===== src/rtl/sound_mulacc_par_if.sv =====
// Bus between the channel sequencer (master) and the volume-by-sample
// multiplier-accumulator (slave).
interface sound_mulacc_par_if #(
  parameter int VOL_W = 6,
  parameter int DAT_W = 8,
  parameter int SUM_W = 16
);
  logic [VOL_W-1:0]        vol_in;
  logic [DAT_W-1:0]        dat_in;
  logic                    load;
  logic                    clr_sum;
  logic                    ready;
  logic                    ovf;
  logic signed [SUM_W-1:0] sum_out;

  modport master (
    output vol_in, dat_in, load, clr_sum,
    input  ready, ovf, sum_out
  );

  modport slave (
    input  vol_in, dat_in, load, clr_sum,
    output ready, ovf, sum_out
  );
endinterface


===== src/rtl/sound_mulacc_par.sv =====
// Serial volume-by-sample multiplier-accumulator for the sound mixer.
// The offset-binary sample is turned into two's complement, multiplied by the
// unsigned volume with one shift-add step per sample bit (the MSB step
// subtracts), and the product is added into a signed running sum that either
// saturates or wraps. Any signed overflow sets a sticky flag.
module sound_mulacc_par #(
  parameter int VOL_W    = 6,
  parameter int DAT_W    = 8,
  parameter int SUM_W    = 16,
  parameter bit SATURATE = 1'b1
) (
  input  logic              clock,
  input  logic              rst_n,
  sound_mulacc_par_if.slave bus
);
  localparam int P_W   = VOL_W + DAT_W + 1;
  localparam int CNT_W = (DAT_W > 1) ? $clog2(DAT_W) : 1;
  localparam logic [CNT_W-1:0]        LAST_STEP = CNT_W'(DAT_W - 1);
  localparam logic signed [SUM_W-1:0] SUM_MAX   = {1'b0, {(SUM_W-1){1'b1}}};
  localparam logic signed [SUM_W-1:0] SUM_MIN   = {1'b1, {(SUM_W-1){1'b0}}};

  // The final add is done at SUM_W+1 bits and relies on the product fitting.
  generate
    if (SUM_W < VOL_W + DAT_W) begin : g_width_check
      $error("sound_mulacc_par: SUM_W must be >= VOL_W + DAT_W");
    end
  endgenerate

  typedef enum logic [1:0] {IDLE, MUL, ACC} state_t;

  state_t                  state_reg, state_next;
  logic [VOL_W-1:0]        vol_reg;
  logic [DAT_W-1:0]        d_reg;
  logic                    clr_reg;
  logic [CNT_W-1:0]        cnt_reg;
  logic signed [P_W-1:0]   psum_reg;
  logic signed [SUM_W-1:0] sum_reg;
  logic                    ovf_reg;

  logic signed [P_W-1:0]   vol_shift;
  logic signed [P_W-1:0]   psum_step;
  logic signed [SUM_W:0]   prod_ext;
  logic signed [SUM_W:0]   acc_sum;
  logic                    acc_ovf;
  logic signed [SUM_W-1:0] acc_result;

  // State register.
  always_ff @(posedge clock or negedge rst_n) begin
    if (!rst_n) state_reg <= IDLE;
    else        state_reg <= state_next;
  end

  // Next state: a load in any state (re)starts the multiply at step 0.
  always_comb begin
    state_next = state_reg;
    if (bus.load) begin
      state_next = MUL;
    end else begin
      case (state_reg)
        MUL:     if (cnt_reg == LAST_STEP) state_next = ACC;
        ACC:     state_next = IDLE;
        default: state_next = IDLE;
      endcase
    end
  end

  // One shift-add step; the sample MSB carries negative weight, so subtract there.
  always_comb begin
    vol_shift = $signed(P_W'(vol_reg) << cnt_reg);
    psum_step = psum_reg;
    if (d_reg[cnt_reg]) begin
      psum_step = (cnt_reg == LAST_STEP) ? psum_reg - vol_shift
                                         : psum_reg + vol_shift;
    end
  end

  // Final accumulate with one guard bit; overflow when the top two bits differ.
  always_comb begin
    prod_ext   = (SUM_W+1)'(psum_reg);
    acc_sum    = clr_reg ? prod_ext : (SUM_W+1)'(sum_reg) + prod_ext;
    acc_ovf    = acc_sum[SUM_W] ^ acc_sum[SUM_W-1];
    acc_result = acc_sum[SUM_W-1:0];
    if (acc_ovf && SATURATE) acc_result = acc_sum[SUM_W] ? SUM_MIN : SUM_MAX;
  end

  // Datapath: latch on load, step in MUL, publish sum/ovf only in ACC.
  always_ff @(posedge clock or negedge rst_n) begin
    if (!rst_n) begin
      vol_reg  <= '0;
      d_reg    <= '0;
      clr_reg  <= 1'b0;
      cnt_reg  <= '0;
      psum_reg <= '0;
      sum_reg  <= '0;
      ovf_reg  <= 1'b0;
    end else if (bus.load) begin
      vol_reg  <= bus.vol_in;
      d_reg    <= {~bus.dat_in[DAT_W-1], bus.dat_in[DAT_W-2:0]};
      clr_reg  <= bus.clr_sum;
      cnt_reg  <= '0;
      psum_reg <= '0;
    end else if (state_reg == MUL) begin
      psum_reg <= psum_step;
      cnt_reg  <= cnt_reg + CNT_W'(1);
    end else if (state_reg == ACC) begin
      sum_reg  <= acc_result;
      ovf_reg  <= clr_reg ? acc_ovf : (ovf_reg | acc_ovf);
    end
  end

  assign bus.ready   = (state_reg == IDLE);
  assign bus.ovf     = ovf_reg;
  assign bus.sum_out = sum_reg;
endmodule


===== src/flat_wrapper.sv =====
// flat-port wrapper written by rule: the top's interface ports become plain ports
module sound_mulacc_par_flat 
#(
  parameter int VOL_W    = 6,
  parameter int DAT_W    = 8,
  parameter int SUM_W    = 16,
  parameter bit SATURATE = 1'b1
)
  (clock, rst_n, bus_vol_in, bus_dat_in, bus_load, bus_clr_sum, bus_ready, bus_ovf, bus_sum_out);
  sound_mulacc_par_if #(.VOL_W(VOL_W), .DAT_W(DAT_W), .SUM_W(SUM_W)) bus_i ();
  input  logic clock;
  input  logic rst_n;
  input wire logic [$bits(bus_i.vol_in)-1:0] bus_vol_in;
  input wire logic [$bits(bus_i.dat_in)-1:0] bus_dat_in;
  input wire logic [$bits(bus_i.load)-1:0] bus_load;
  input wire logic [$bits(bus_i.clr_sum)-1:0] bus_clr_sum;
  output wire logic [$bits(bus_i.ready)-1:0] bus_ready;
  output wire logic [$bits(bus_i.ovf)-1:0] bus_ovf;
  output wire logic [$bits(bus_i.sum_out)-1:0] bus_sum_out;
  assign bus_i.vol_in = bus_vol_in;
  assign bus_i.dat_in = bus_dat_in;
  assign bus_i.load = bus_load;
  assign bus_i.clr_sum = bus_clr_sum;
  assign bus_ready = bus_i.ready;
  assign bus_ovf = bus_i.ovf;
  assign bus_sum_out = bus_i.sum_out;
  sound_mulacc_par #(.VOL_W(VOL_W), .DAT_W(DAT_W), .SUM_W(SUM_W), .SATURATE(SATURATE)) u_core (.clock(clock), .rst_n(rst_n), .bus(bus_i));
endmodule

===== config.mk =====
export PLATFORM = sky130hd
export DESIGN_NAME = sound_mulacc_par_flat
export DESIGN_NICKNAME = d
export VERILOG_FILES = /design/src/rtl/sound_mulacc_par_if.sv /design/src/rtl/sound_mulacc_par.sv /design/src/flat_wrapper.sv
export SDC_FILE = /design/constraint.sdc
export NUM_CORES = 1
export LEC_CHECK = 0
export ABC_AREA = 1
export CORE_ASPECT_RATIO = 1.4
export CORE_UTILIZATION = 44
export CTS_CLUSTER_DIAMETER = 50
export CTS_CLUSTER_SIZE = 28
export DETAILED_ROUTE_END_ITERATION = 7
export PLACE_DENSITY = 0.7
export SYNTH_ARGS = -nofsm -noshare
export SYNTH_HDL_FRONTEND = slang
export SYNTH_SLANG_ARGS = --single-unit

===== constraint.sdc =====
create_clock -name clock -period 8.83 [get_ports clock]
set_input_delay 2.2075 -clock clock [delete_from_list [all_inputs] [get_ports clock]]
set_output_delay 2.2075 -clock clock [all_outputs]
set_load 0.02 [all_outputs]

==> run_1/layer_met3.png <==
Scale: 3 px per µm. Cells faint in the background.
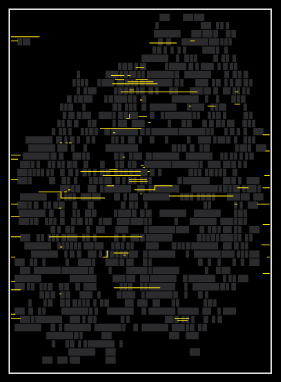
55 nets have wire on it. The layer holds 3.1% of the routed length.
Post-Route WL: 10700 µm
Vias: 4323
GR Layer Usage met3: 0.0280

==> run_1/io_fan.png <==
Scale: 4 px per µm.
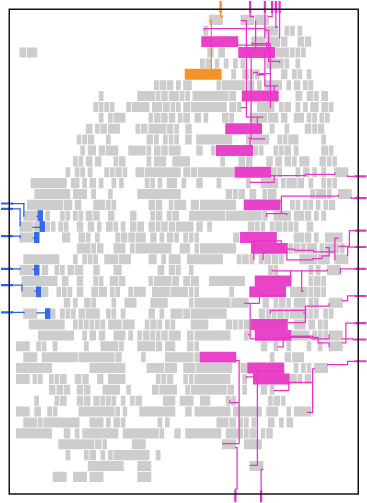
Key: magenta = `bus_sum_out` [direction output, edge 9 right, 5 top, 2 bottom, end cells 16, buffers 16, wire 543 µm]; orange = `bus_ovf` [direction output, edge top, end cells 1, buffers 1, wire 17.2 µm]; blue = `bus_vol_in` [direction input, edge left, end cells 6, buffers 6, wire 30.9 µm]
# port buffers: 35
I/O pin count: 36

==> run_1/placement_by_type.png <==
Scale: 2 px per µm.
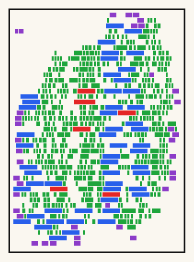
Key: green = combinational and other logic [cells 591, share of their area 62%]; red = clock drivers and dummy loads [cells 6, share of their area 3.2%]; blue = flops [cells 52, share of their area 27%]; purple = other buffers and delay cells [cells 38, share of their area 7.6%]
fin util: 0.510
row count: 43
fin area: 5020 µm²
Core Footprint: 9850 µm²
sequential share of cell area: 0.259

==> job_summary.md, run 1 <==
### Flow metrics

| Metric | Value |
|---|---|
| Starting DRC count in detailed routing | 202 |
| NumNets Final | around 740 |
| DR WL/cell | 13.0 µm |
| Post-route ant nets | 0 |
| Mapped cell area | 4440 µm² |
| Most common cell in the synthesized netlist | nand2_1 |
| DR vias/cell | 5.26 |
| N_diodes | 0 |
| Async SR Flop Fraction | 1.00 |
| First-pass GRT wire length | 18300 µm |
| Fraction of layout cells with a size suffix above 1 | 0.0466 |
| Post-DP HPWL | 8510 µm |
| Max_cap viols | 0 |
| Outcome | finished, final reports clean |
| Setup TNS | 0 ns |
| Cell area leaders | dfrtp_1 29%, nand2_1 17%, ha_1 9.3% |
| Post-synth top cells | 205 x nand2_1, 65 x inv_1, 61 x nand3_1, 52 x dfrtp_1, 49 x a21oi_1 |
| CTS tree | built |
| XOR Share, Synth | 0.0434 |
| Total gr overflow | 0 |
| Final setup viols | 0 |
| WP buf/inv | 3 |
| Main synth FF type | dfrtp_1 |
| Chip height | about 120 µm |
| Num CTS Buffers | 5 |
| Final GP Congestion | 0.940 |
| Largest net degree at the start of global routing | 53 |
| Post-synthesis area per instance | 6.70 µm² |
| Tool warnings | 26 |
| Power Dens Cells | 208 nW/µm² |
| Adder Area Share | 0.102 |
| Crit-path max cell delay | 1.06 ns |
| Ys cells | between 600 and 700 |
| GRT Resource Usage Total | 0.219 |
| Yosys simple share | 0.331 |
| Worst path arrival time | 4.38 ns |
| Synthesis Warnings | 0 |
| Post-synth EDFFs | 0 |
| Aoi share | 0.148 |
| Initial Util | 0.451 |
| 1st-pass router iterations | 4 |
==> run 1: layout by cell type (no fill, tap or decap) <==
master,n
a21oi_4,1
nand3_1,61
inv_2,4
a31oi_1,1
and2_1,1
nand2_1,205
clkbuf_16,5
o21bai_1,4
nand4_1,2
buf_4,3
o22ai_1,2
or2_2,2
ha_1,33
fa_1,2
or2_1,1
xnor2_1,13
o31ai_1,2
xor2_1,9
o21ai_0,48
nor3_2,2
nor3_1,6
a22o_1,1
o21a_1,1
a21oi_1,49
buf_2,1
o21ai_2,1
inv_1,65
o2111ai_1,1
bufinv_16,1
nand3_2,6
nand3b_1,4
o21ai_1,7
nor2_1,48
dfrtp_1,52
a21boi_0,3
nand2_2,4
nor2_2,2
clkdlybuf4s50_1,34
==> run 1: stage by stage <==
step	utilization	setup slack [ns]
final	0.510	4.62
after global routing	0.510	4.41
after CTS	0.510	4.62
after detailed placement	0.495	4.31
after global placement	0.495	4.37
after floorplan	-	5.41
==> run 1: per-layer routing <==
metal,up-vias,part of all wire,global-route usage,wire length [µm]
li1,2222,-,-,-
met1,1973,0.40,0.230,4290
met2,96,0.53,0.421,5720
met3,32,0.031,0.0280,328
met4,0,0.033,0.103,352
met5,-,0,0,0
==> run 1: worst paths after layout <==
path                                             to  slack [ns]  depth (start not counted)               from
worst max register to register  u_core.psum_reg[11]        4.99                         19  u_core.cnt_reg[0]
max in group asynchronous            u_core.bus.ovf        6.37                          2              rst_n
worst max-delay path             u_core.psum_reg[1]        4.62                          5           bus_load
worst min register to register      u_core.d_reg[4]        0.47                          2    u_core.d_reg[4]
min in group asynchronous         u_core.vol_reg[5]        2.01                          2              rst_n
worst min-delay path                u_core.d_reg[4]        0.47                          2    u_core.d_reg[4]
==> run 1: cells by family (layout without fill, tap and decap cells) <==
kind of cell | after synthesis | after routing
adder cells (fa/ha/maj) | 35 | 35
flip-flops | 52 | 52
AND-OR/OR-AND | 121 | 121
XOR/XNOR | 22 | 22
buffers and inverters | 88 | 113
AND/OR/NAND/NOR | 344 | 344
==> run 1: worst min-delay path, delay by kind of cell (launching register included) <==
kind,cells,cell delay (ns)
DFF,1,0.34
and+or+nand+nor,2,0.10
==> run 1: where the power goes <==
group	internal (mW)	switching, mW	total, mW	leakage, nW
sequential	0.268	0.0427	0.310	0.650
combinational	0.200	0.322	0.522	1.84
clock	0.131	0.0806	0.211	0.0757
total	0.599	0.445	1.04	2.57
==> run 1: layout make-up <==
cell class | count | area [µm²]
fillers | 1002 | 4820
multi-input cells | 522 | 2770
flip-flops and latches | 52 | 1300
repair buffers | 38 | 368
inverters | 69 | 259
well taps | 135 | 169
clock buffers | 5 | 125
clock inverters | 1 | 30.0
## Run 2: what changed since run 1
==> constraint.sdc (replaced) <==
create_clock -name clock -period 4.08 [get_ports clock]
set_input_delay 1.02 -clock clock [delete_from_list [all_inputs] [get_ports clock]]
set_output_delay 1.02 -clock clock [all_outputs]
set_load 0.02 [all_outputs]
==> run_2/io_fan.png <==
Scale: 4 px per µm.
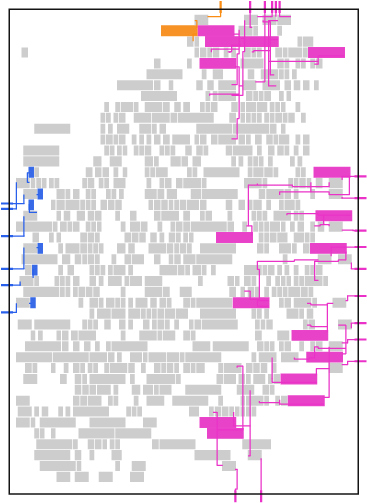
Key: blue = `bus_vol_in` [direction input, edge left, end cells 6, buffers 6, wire 46.0 µm]; magenta = `bus_sum_out` [direction output, edge 9 right, 5 top, 2 bottom, end cells 16, buffers 16, wire 538 µm]; orange = `bus_ovf` [direction output, edge top, end cells 1, buffers 1, wire 9.40 µm]

==> run_2/clk_routes.png <==
Scale: 4 px per µm.
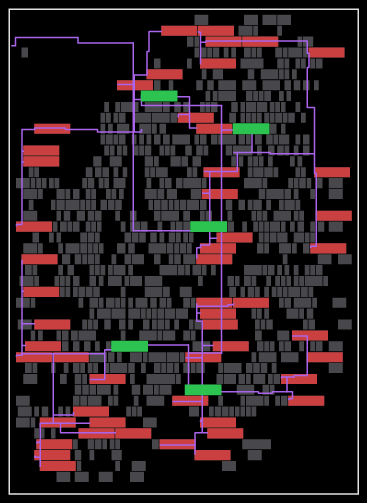
Key: purple = clock wires [length 772 µm]; red = flip-flops [count 52]; green = clock drivers [count 5]
There are 6 routed clock nets.
clock power share: 0.195
Late-Pin Clk Latency: 0.30 ns

==> job_summary.md, run 2 <==
### Flow metrics

| Metric | Value |
|---|---|
| Outcome | finished, final reports clean |
| Worst Hold End | u_core.d_reg[0] |
| Largest net degree at the start of global routing | 28 |
| Top cell excl fill/tap | nand2_1 |
| Chip height | about 120 µm |
| Power Dens Cells | 442 nW/µm² |
| I/O pin count | 36 |
| Post-route ant nets | 0 |
| R2R cell count | 21 |
| Cell type with the largest total area | dfrtp_1 |
| Most common cell in the synthesized netlist | nand2_1 |
| Post-synthesis area per instance | ~6.7 µm² |
| Remaining DRCs | 0 |
| Row count | 43 |
| Cell area leaders | dfrtp_1 29%, nand2_1 17%, ha_1 9.3% |
| Most common logic cells in the final layout | 205 x nand2_1, 65 x inv_1, 61 x nand3_1 |
| Tool warnings | 26 |
| Final setup viols | 0 |
| Critical R2R Launch | u_core.cnt_reg[0] |
| CP max-delay cell | dfrtp_1 |
| Synthesis Warnings | 0 |
| Num CTS Buffers | 5 |
| # port buffers | 35 |
| Fraction of layout cells with a size suffix above 1 | 0.0493 |
| Worst R2R Setup Slack | 0.48 ns |
| CTS tree | built |
| Max_cap viols | 0 |
| DR WL/cell | about 14 µm |
| DR vias/cell | approximately 5.4 |
| Async SR Flop Fraction | 1.00 |
| 1st-pass router iterations | 5 |
| First-pass GRT wire length | 19100 µm |
| Post-DP HPWL | between 8000 and 9000 µm |
| RR Endpoint | u_core.psum_reg[14] |
| NumNets Final | 742 |
| Post-synth EDFFs | 0 |
| Worst slew pin tran | 0.581 ns |
| Mapped cell area | 4440 µm² |
| Starting DRC count in detailed routing | 196 |
| FMAX | 0.278 GHz |
| Main synth FF type | dfrtp_1 |
| Yosys Chip Area | ~4400 µm² |
| Startpoint of the worst hold path | u_core.d_reg[0] |
| Total gr overflow | 0 |
| Worst path arrival time | between 3 and 4 ns |
| Initial Util | 0.451 |
| Setup TNS | 0 ns |
==> run_2/layer_met3.png <==
Scale: 3 px per µm. Cells faint in the background.
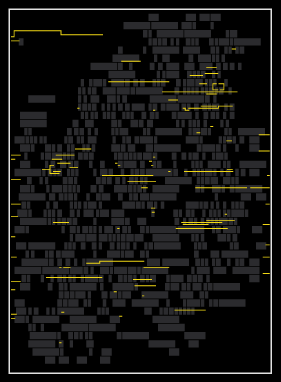
The layer holds 3.7% of the routed length. The wires run mostly horizontal. 58 nets have wire on it.
Post-Route WL: 11200 µm
Vias: 4415
GR Layer Usage met3: 0.0307

-- run 2: cell count changes in the layout (fill, tap and decap cells not counted) --
| cell | before | now |
|---|---|---|
| buf_4 | 3 | 4 |
| bufinv_16 | 1 | 0 |
| clkbuf_8 | 0 | 1 |
| clkinv_4 | 0 | 1 |
-- run 2: layer usage --
metal,track usage,vias to the layer above,part of all wire
met4,0.125,0,0.045
li1,-,2220,-
met5,0,-,0
met1,0.250,2046,0.39
met3,0.0307,35,0.037
met2,0.426,114,0.53
-- run 2: logic make-up after synthesis --
| logic type | synth area share |
|---|---|
| AND-OR/OR-AND | 0.148 |
| XOR/XNOR | 0.0434 |
| adder cells (fa/ha/maj) | 0.102 |
| buffers and inverters | 0.0815 |
| flip-flops | 0.293 |
| AND/OR/NAND/NOR | 0.331 |
-- run 2: worst max-delay path by stage --
stage	end	cells past startpoint	start	slack, ns
6_report	u_core.psum_reg[14]	21	u_core.cnt_reg[0]	0.48
5_1_grt	u_core.psum_reg[14]	19	u_core.cnt_reg[2]	0.02
4_1_cts	u_core.psum_reg[14]	21	u_core.cnt_reg[0]	0.51
3_5_place_dp	u_core.psum_reg[14]	21	u_core.cnt_reg[0]	0.55
3_3_place_gp	u_core.psum_reg[14]	21	u_core.cnt_reg[0]	0.62
2_1_floorplan	u_core.psum_reg[11]	18	u_core.cnt_reg[0]	1.12
-- run 2: power by group --
group	switching [mW]	internal, mW
sequential	0.0909	0.579
clock	0.192	0.242
combinational	0.684	0.435
total	0.967	1.26
-- run 2: final cells by class --
type	count	area, µm²
Clock buffer	6	139
Clock inverter	1	8.76
Fill cell	981	4820
Inverter	69	259
Multi-Input combinational cell	522	2770
Sequential cell	52	1300
Tap cell	135	169
Timing Repair Buffer	39	375
-- run 2: critical path, delay by kind of cell, from the launching register on --
| family | cells | cell delay [ns] |
|---|---|---|
| and+or+nand+nor | 14 | 1.60 |
| DFF | 1 | 0.63 |
| adders and majority gates | 2 | 0.56 |
| buffers and inverters | 3 | 0.39 |
| AOI/OAI and AO/OA | 1 | 0.16 |
| xor gates and xnor gates | 1 | 0.13 |
-- run 2: per-stage QoR --
step,power [mW],instance area [µm²],setup slack (ns),utilization,hold slack [ns]
finish,2.22,5020,0.480,0.510,0.475
global route,2.43,5020,0.0236,0.510,0.514
CTS,2.23,5020,0.508,0.510,0.471
detailed placement,1.79,4880,0.546,0.495,0.455
global placement,1.75,4880,0.622,0.495,0.454
floorplan,1.53,4440,1.12,-,0.437
No activity file was given, so power comes from the tool's default toggle rates.
